**config.mk**
```make
export PLATFORM = sky130hd
export DESIGN_NAME = multi_timer_core_flat
export DESIGN_NICKNAME = d
export VERILOG_FILES = /design/src/rtl/multi_timer_core_if.sv /design/src/rtl/multi_timer_core.sv /design/src/flat_wrapper.sv
export SDC_FILE = /design/constraint.sdc
export NUM_CORES = 1
export LEC_CHECK = 0
export CAP_MARGIN = 20
export CORE_ASPECT_RATIO = 1.5
export CORE_MARGIN = 3
export CORE_UTILIZATION = 59
export CTS_CLUSTER_SIZE = 12
export DETAILED_ROUTE_END_ITERATION = 7
export DONT_BUFFER_PORTS = 1
export PLACE_DENSITY = 0.75
export SLEW_MARGIN = 10
export SYNTH_ARGS = -nofsm -noshare
export SYNTH_HDL_FRONTEND = slang
export SYNTH_SLANG_ARGS = --single-unit
```
**constraint.sdc**
```tcl
create_clock -name clk -period 13.7 [get_ports clk]
set_input_delay 2.055 -clock clk [delete_from_list [all_inputs] [get_ports clk]]
set_output_delay 2.055 -clock clk [all_outputs]
set_load 0.1 [all_outputs]
```
**src/rtl/multi_timer_core_if.sv**
```systemverilog
// Command, readout and lap-FIFO signal bundle for multi_timer_core.
// No latency of its own; plain wires between decoder/display side and the core.
// No backpressure: commands are always accepted, laps are popped by the reader.
interface multi_timer_core_if #(
    parameter int NUM_CH = 4,
    parameter int CH_W   = 2
);
    logic              cmd_valid;
    logic [2:0]        cmd_op;
    logic [CH_W-1:0]   cmd_ch;
    logic [5:0]        cmd_min;
    logic [5:0]        cmd_sec;
    logic [CH_W-1:0]   rd_ch;
    logic [5:0]        rd_min;
    logic [5:0]        rd_sec;
    logic [1:0]        rd_state;
    logic              rd_mode;
    logic [NUM_CH-1:0] done;
    logic [NUM_CH-1:0] alarm;
    logic              lap_valid;
    logic [CH_W-1:0]   lap_ch;
    logic [5:0]        lap_min;
    logic [5:0]        lap_sec;
    logic              lap_pop;
    logic              lap_drop;

    modport master (
        output cmd_valid, cmd_op, cmd_ch, cmd_min, cmd_sec, rd_ch, lap_pop,
        input  rd_min, rd_sec, rd_state, rd_mode, done, alarm,
               lap_valid, lap_ch, lap_min, lap_sec, lap_drop
    );

    modport slave (
        input  cmd_valid, cmd_op, cmd_ch, cmd_min, cmd_sec, rd_ch, lap_pop,
        output rd_min, rd_sec, rd_state, rd_mode, done, alarm,
               lap_valid, lap_ch, lap_min, lap_sec, lap_drop
    );
endinterface

```
**src/rtl/multi_timer_core.sv**
```systemverilog
// Multi-channel stopwatch/timer engine with shared tick, lap FIFO and done/alarm flags.
// Latency: command -> channel regs 1 edge, -> rd_* 2 edges; done/lap_drop pulse 1 edge after cause.
// No backpressure: commands always accepted; a LAP into a full FIFO without a pop is dropped.
// Optional feature macro: MULTI_TIMER_AUTORELOAD_EN (timers reload their preset on expiry).
module multi_timer_core #(
    parameter int NUM_CH    = 4,
    parameter int CH_W      = 2,
    parameter int TICK_DIV  = 100_000_000,
    parameter int LAP_DEPTH = 4
) (
    input  logic            clk,
    input  logic            reset,
    multi_timer_core_if.slave bus
);
    localparam int TW = $clog2(TICK_DIV);
    localparam int PW = $clog2(LAP_DEPTH);
    localparam int EW = CH_W + 12;
`ifdef MULTI_TIMER_AUTORELOAD_EN
    localparam bit AUTORELOAD = 1'b1;
`else
    localparam bit AUTORELOAD = 1'b0;
`endif

    typedef enum logic [1:0] {ST_IDLE = 2'd0, ST_RUN = 2'd1, ST_PAUSE = 2'd2, ST_UP = 2'd3} st_e;

    localparam logic [2:0] OP_START = 3'd1, OP_PAUSE = 3'd2, OP_CLEAR = 3'd3, OP_LOAD = 3'd4,
                           OP_MODE  = 3'd5, OP_LAP   = 3'd6, OP_ACK   = 3'd7;

    logic [TW-1:0]     tick_cnt_q, tick_cnt_d;
    logic              tick;
    st_e               state_q [NUM_CH];
    st_e               state_d [NUM_CH];
    logic [5:0]        min_q [NUM_CH], min_d [NUM_CH], sec_q [NUM_CH], sec_d [NUM_CH];
    logic [5:0]        pmin_q [NUM_CH], pmin_d [NUM_CH], psec_q [NUM_CH], psec_d [NUM_CH];
    logic [NUM_CH-1:0] mode_q, mode_d, done_q, done_d;
    logic [5:0]        rd_min_q, rd_min_d, rd_sec_q, rd_sec_d;
    logic [1:0]        rd_state_q, rd_state_d;
    logic              rd_mode_q, rd_mode_d;
    logic [EW-1:0]     lap_mem_q [LAP_DEPTH];
    logic [EW-1:0]     lap_mem_d [LAP_DEPTH];
    logic [PW-1:0]     lap_wr_q, lap_wr_d, lap_rd_q, lap_rd_d;
    logic [PW:0]       lap_cnt_q, lap_cnt_d;
    logic              lap_drop_q, lap_drop_d;
    logic              lap_req, lap_push, lap_pop_ok;
    logic [EW-1:0]     lap_entry;

    function automatic logic [5:0] sat59(input logic [5:0] v);
        return (v > 6'd59) ? 6'd59 : v;
    endfunction

    // Free-running tick divider; only reset clears the phase.
    always_comb begin
        tick       = (tick_cnt_q == TW'(TICK_DIV - 1));
        tick_cnt_d = tick ? '0 : tick_cnt_q + 1'b1;
    end

    // Per-channel next state: an addressed command takes priority over the tick step.
    always_comb begin
        for (int i = 0; i < NUM_CH; i++) begin
            state_d[i] = state_q[i];
            min_d[i]   = min_q[i];
            sec_d[i]   = sec_q[i];
            pmin_d[i]  = pmin_q[i];
            psec_d[i]  = psec_q[i];
            mode_d[i]  = mode_q[i];
            done_d[i]  = 1'b0;
            if (bus.cmd_valid && bus.cmd_ch == CH_W'(i)) begin
                case (bus.cmd_op)
                    OP_START: if (state_q[i] == ST_IDLE || state_q[i] == ST_PAUSE) begin
                        if (mode_q[i] && min_q[i] == 6'd0 && sec_q[i] == 6'd0) begin
                            done_d[i] = 1'b1;
                            if (AUTORELOAD) begin
                                state_d[i] = ST_RUN;
                                min_d[i]   = pmin_q[i];
                                sec_d[i]   = psec_q[i];
                            end else begin
                                state_d[i] = ST_UP;
                            end
                        end else begin
                            state_d[i] = ST_RUN;
                        end
                    end
                    OP_PAUSE: if (state_q[i] == ST_RUN) state_d[i] = ST_PAUSE;
                    OP_CLEAR: begin
                        state_d[i] = ST_IDLE;
                        min_d[i]   = mode_q[i] ? pmin_q[i] : 6'd0;
                        sec_d[i]   = mode_q[i] ? psec_q[i] : 6'd0;
                    end
                    OP_LOAD: if (state_q[i] == ST_IDLE || state_q[i] == ST_PAUSE) begin
                        pmin_d[i] = sat59(bus.cmd_min);
                        psec_d[i] = sat59(bus.cmd_sec);
                        min_d[i]  = sat59(bus.cmd_min);
                        sec_d[i]  = sat59(bus.cmd_sec);
                    end
                    OP_MODE: if (state_q[i] == ST_IDLE) begin
                        mode_d[i] = ~mode_q[i];
                        min_d[i]  = mode_q[i] ? 6'd0 : pmin_q[i];
                        sec_d[i]  = mode_q[i] ? 6'd0 : psec_q[i];
                    end
                    OP_ACK: if (state_q[i] == ST_UP) begin
                        state_d[i] = ST_IDLE;
                        min_d[i]   = pmin_q[i];
                        sec_d[i]   = psec_q[i];
                    end
                    default: ;
                endcase
            end else if (tick && state_q[i] == ST_RUN) begin
                if (!mode_q[i]) begin
                    if (sec_q[i] == 6'd59) begin
                        sec_d[i] = 6'd0;
                        min_d[i] = (min_q[i] == 6'd59) ? 6'd0 : min_q[i] + 6'd1;
                    end else begin
                        sec_d[i] = sec_q[i] + 6'd1;
                    end
                end else begin
                    if (sec_q[i] == 6'd0) begin
                        sec_d[i] = 6'd59;
                        min_d[i] = min_q[i] - 6'd1;
                    end else begin
                        sec_d[i] = sec_q[i] - 6'd1;
                    end
                    // Reaching 00:00 (or sitting there after a zero-preset reload) expires the timer.
                    if (min_q[i] == 6'd0 && sec_q[i] <= 6'd1) begin
                        done_d[i] = 1'b1;
                        if (AUTORELOAD) begin
                            min_d[i] = pmin_q[i];
                            sec_d[i] = psec_q[i];
                        end else begin
                            state_d[i] = ST_UP;
                            min_d[i]   = 6'd0;
                            sec_d[i]   = 6'd0;
                        end
                    end
                end
            end
        end
    end

    // Lap FIFO control: a pop frees a slot in the same cycle, so full+pop+push is not a drop.
    always_comb begin
        lap_req   = 1'b0;
        lap_entry = '0;
        for (int i = 0; i < NUM_CH; i++) begin
            if (bus.cmd_valid && bus.cmd_op == OP_LAP && bus.cmd_ch == CH_W'(i) &&
                (state_q[i] == ST_RUN || state_q[i] == ST_PAUSE)) begin
                lap_req   = 1'b1;
                lap_entry = {bus.cmd_ch, min_q[i], sec_q[i]};
            end
        end
        lap_pop_ok = bus.lap_pop && (lap_cnt_q != '0);
        lap_push   = lap_req && (lap_cnt_q != (PW+1)'(LAP_DEPTH) || lap_pop_ok);
        lap_drop_d = lap_req && !lap_push;
        lap_wr_d   = lap_push ? lap_wr_q + 1'b1 : lap_wr_q;
        lap_rd_d   = lap_pop_ok ? lap_rd_q + 1'b1 : lap_rd_q;
        lap_cnt_d  = lap_cnt_q;
        if (lap_push && !lap_pop_ok) lap_cnt_d = lap_cnt_q + 1'b1;
        if (!lap_push && lap_pop_ok) lap_cnt_d = lap_cnt_q - 1'b1;
        lap_mem_d = lap_mem_q;
        if (lap_push) lap_mem_d[lap_wr_q] = lap_entry;
    end

    // Readout mux for the selected channel; out-of-range selects read as zero.
    always_comb begin
        rd_min_d   = '0;
        rd_sec_d   = '0;
        rd_state_d = '0;
        rd_mode_d  = 1'b0;
        for (int i = 0; i < NUM_CH; i++) begin
            if (bus.rd_ch == CH_W'(i)) begin
                rd_min_d   = min_q[i];
                rd_sec_d   = sec_q[i];
                rd_state_d = state_q[i];
                rd_mode_d  = mode_q[i];
            end
        end
    end

    // Channel registers and tick phase.
    always_ff @(posedge clk or posedge reset) begin
        if (reset) begin
            tick_cnt_q <= '0;
            mode_q     <= '0;
            done_q     <= '0;
            for (int i = 0; i < NUM_CH; i++) begin
                state_q[i] <= ST_IDLE;
                min_q[i]   <= '0;
                sec_q[i]   <= '0;
                pmin_q[i]  <= '0;
                psec_q[i]  <= 6'd59;
            end
        end else begin
            tick_cnt_q <= tick_cnt_d;
            mode_q     <= mode_d;
            done_q     <= done_d;
            state_q    <= state_d;
            min_q      <= min_d;
            sec_q      <= sec_d;
            pmin_q     <= pmin_d;
            psec_q     <= psec_d;
        end
    end

    // Lap FIFO storage, pointers and registered readout.
    always_ff @(posedge clk or posedge reset) begin
        if (reset) begin
            lap_wr_q   <= '0;
            lap_rd_q   <= '0;
            lap_cnt_q  <= '0;
            lap_drop_q <= 1'b0;
            rd_min_q   <= '0;
            rd_sec_q   <= '0;
            rd_state_q <= '0;
            rd_mode_q  <= 1'b0;
            for (int i = 0; i < LAP_DEPTH; i++) lap_mem_q[i] <= '0;
        end else begin
            lap_wr_q   <= lap_wr_d;
            lap_rd_q   <= lap_rd_d;
            lap_cnt_q  <= lap_cnt_d;
            lap_drop_q <= lap_drop_d;
            rd_min_q   <= rd_min_d;
            rd_sec_q   <= rd_sec_d;
            rd_state_q <= rd_state_d;
            rd_mode_q  <= rd_mode_d;
            lap_mem_q  <= lap_mem_d;
        end
    end

    // Alarm follows TIME_UP directly.
    always_comb begin
        for (int i = 0; i < NUM_CH; i++) bus.alarm[i] = (state_q[i] == ST_UP);
    end

    assign bus.done      = done_q;
    assign bus.rd_min    = rd_min_q;
    assign bus.rd_sec    = rd_sec_q;
    assign bus.rd_state  = rd_state_q;
    assign bus.rd_mode   = rd_mode_q;
    assign bus.lap_valid = (lap_cnt_q != '0);
    assign {bus.lap_ch, bus.lap_min, bus.lap_sec} = lap_mem_q[lap_rd_q];
    assign bus.lap_drop  = lap_drop_q;
endmodule

```
**src/flat_wrapper.sv**
```systemverilog
// flat-port wrapper written by rule: the top's interface ports become plain ports
module multi_timer_core_flat 
#(
    parameter int NUM_CH    = 4,
    parameter int CH_W      = 2,
    parameter int TICK_DIV  = 100_000_000,
    parameter int LAP_DEPTH = 4
)
  (clk, reset, bus_cmd_valid, bus_cmd_op, bus_cmd_ch, bus_cmd_min, bus_cmd_sec, bus_rd_ch, bus_lap_pop, bus_rd_min, bus_rd_sec, bus_rd_state, bus_rd_mode, bus_done, bus_alarm, bus_lap_valid, bus_lap_ch, bus_lap_min, bus_lap_sec, bus_lap_drop);
  multi_timer_core_if #(.NUM_CH(NUM_CH), .CH_W(CH_W)) bus_i ();
  input  logic clk;
  input  logic reset;
  input wire logic [$bits(bus_i.cmd_valid)-1:0] bus_cmd_valid;
  input wire logic [$bits(bus_i.cmd_op)-1:0] bus_cmd_op;
  input wire logic [$bits(bus_i.cmd_ch)-1:0] bus_cmd_ch;
  input wire logic [$bits(bus_i.cmd_min)-1:0] bus_cmd_min;
  input wire logic [$bits(bus_i.cmd_sec)-1:0] bus_cmd_sec;
  input wire logic [$bits(bus_i.rd_ch)-1:0] bus_rd_ch;
  input wire logic [$bits(bus_i.lap_pop)-1:0] bus_lap_pop;
  output wire logic [$bits(bus_i.rd_min)-1:0] bus_rd_min;
  output wire logic [$bits(bus_i.rd_sec)-1:0] bus_rd_sec;
  output wire logic [$bits(bus_i.rd_state)-1:0] bus_rd_state;
  output wire logic [$bits(bus_i.rd_mode)-1:0] bus_rd_mode;
  output wire logic [$bits(bus_i.done)-1:0] bus_done;
  output wire logic [$bits(bus_i.alarm)-1:0] bus_alarm;
  output wire logic [$bits(bus_i.lap_valid)-1:0] bus_lap_valid;
  output wire logic [$bits(bus_i.lap_ch)-1:0] bus_lap_ch;
  output wire logic [$bits(bus_i.lap_min)-1:0] bus_lap_min;
  output wire logic [$bits(bus_i.lap_sec)-1:0] bus_lap_sec;
  output wire logic [$bits(bus_i.lap_drop)-1:0] bus_lap_drop;
  assign bus_i.cmd_valid = bus_cmd_valid;
  assign bus_i.cmd_op = bus_cmd_op;
  assign bus_i.cmd_ch = bus_cmd_ch;
  assign bus_i.cmd_min = bus_cmd_min;
  assign bus_i.cmd_sec = bus_cmd_sec;
  assign bus_i.rd_ch = bus_rd_ch;
  assign bus_i.lap_pop = bus_lap_pop;
  assign bus_rd_min = bus_i.rd_min;
  assign bus_rd_sec = bus_i.rd_sec;
  assign bus_rd_state = bus_i.rd_state;
  assign bus_rd_mode = bus_i.rd_mode;
  assign bus_done = bus_i.done;
  assign bus_alarm = bus_i.alarm;
  assign bus_lap_valid = bus_i.lap_valid;
  assign bus_lap_ch = bus_i.lap_ch;
  assign bus_lap_min = bus_i.lap_min;
  assign bus_lap_sec = bus_i.lap_sec;
  assign bus_lap_drop = bus_i.lap_drop;
  multi_timer_core #(.NUM_CH(NUM_CH), .CH_W(CH_W), .TICK_DIV(TICK_DIV), .LAP_DEPTH(LAP_DEPTH)) u_core (.clk(clk), .reset(reset), .bus(bus_i));
endmodule
```
==> results_slide.txt <==
Flow Results at a Glance

Outcome
  • Outcome: completed

Worst setup path
  • Buf/Inv on CP: 0
  • Worst setup path class: reg2out
  • Crit. Startpoint: u_core.lap_rd_q[1]
  • Crit path max-delay family: flip-flops

Worst hold path
  • Hold depth: 2

Power and ir drop
  • Combinational fraction of design power: roughly 29%
  • Final total power: approximately 2.3 mW
  • Main power group: sequential cells
  • Power Dens Cells: roughly 170 nW/µm²

STA
  • Period Utilization, post-route: 32.4%
  • Final hold vios: 0
  • Max Fclk: around 230 MHz

Die
  • Die area: 24,600 µm²
  • Core Box Area: 22,000 µm²
  • # rows: 66

Layout
  • Design area: between 10,000 and 15,000 µm²
  • Layout Utilization: 64.0%
  • Nets: 1,453
  • Highest-count logic cell in the final layout: nand2_1

Detailed routing
  • Met3 WL post-DR: 3220 µm
  • Initial drt markers: 1,292
  • Met1 Wirelength: ~15,000 µm
  • Antenna-violating nets left: 0

Synthesis
  • Synth Seq Share: 40.9%
  • Average size of a mapped cell: approximately 9 µm²
  • Yosys aoi share: between 10% and 20%
  • Largest area contributor in the netlist: dfrtp_1
  • Fraction of registers with async set/reset: 100%
  • Post-synth top flop: dfrtp_1

Global route
  • Largest net degree at the start of global routing: around 140
  • Total track usage: about a third

Run
  • MaxCap Viol Count: 0
[cell families after synthesis]
| group | after synthesis |
|---|---|
| buffers and inverters | 151 |
| flip-flops | 218 |
| adder cells (fa/ha/maj) | 43 |
| AND-OR/OR-AND | 377 |
| XOR/XNOR | 55 |
| multiplexers | 90 |
| AND/OR/NAND/NOR | 524 |
[cell type report]
type / count / area, µm² / share of cell area [%]
Multi-Input combinational cell: 1089 / 7320 / 52.1
Sequential cell: 218 / 5480 / 39.0
Clock buffer: 36 / 634 / 4.51
Tap cell: 272 / 340 / 2.42
Inverter: 51 / 199 / 1.42
Clock inverter: 5 / 50.0 / 0.356
Timing Repair Buffer: 4 / 30.0 / 0.214
**Clock wiring as the flow saved it**

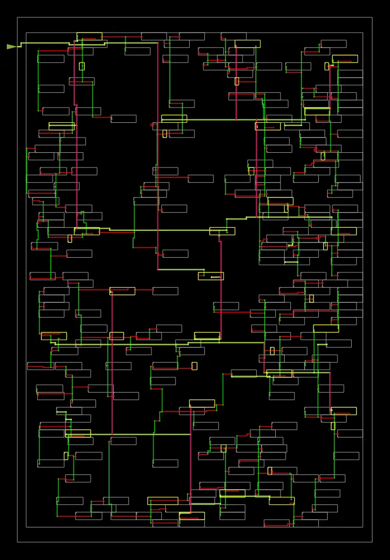
flop count: 218
clock sinks: 218
CLK BUF: 36
Late-Pin Clk Latency: 0.52 ns

**Where the registers sit**

(2 px per µm) Other sequential cells in the stronger gray, the rest of the logic in the fainter gray.
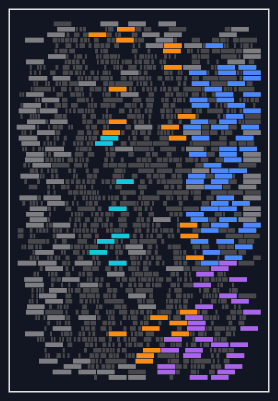
- cyan: u_core.state_q (flops 8; where center)
- blue: u_core.lap_mem_q (flops 56)
- orange: u_core.min_q (flops 24)
- purple: u_core.tick_cnt_q (flops 27; where lower right)
- not colored: 103

No activity file was given, so power comes from the tool's default toggle rates.
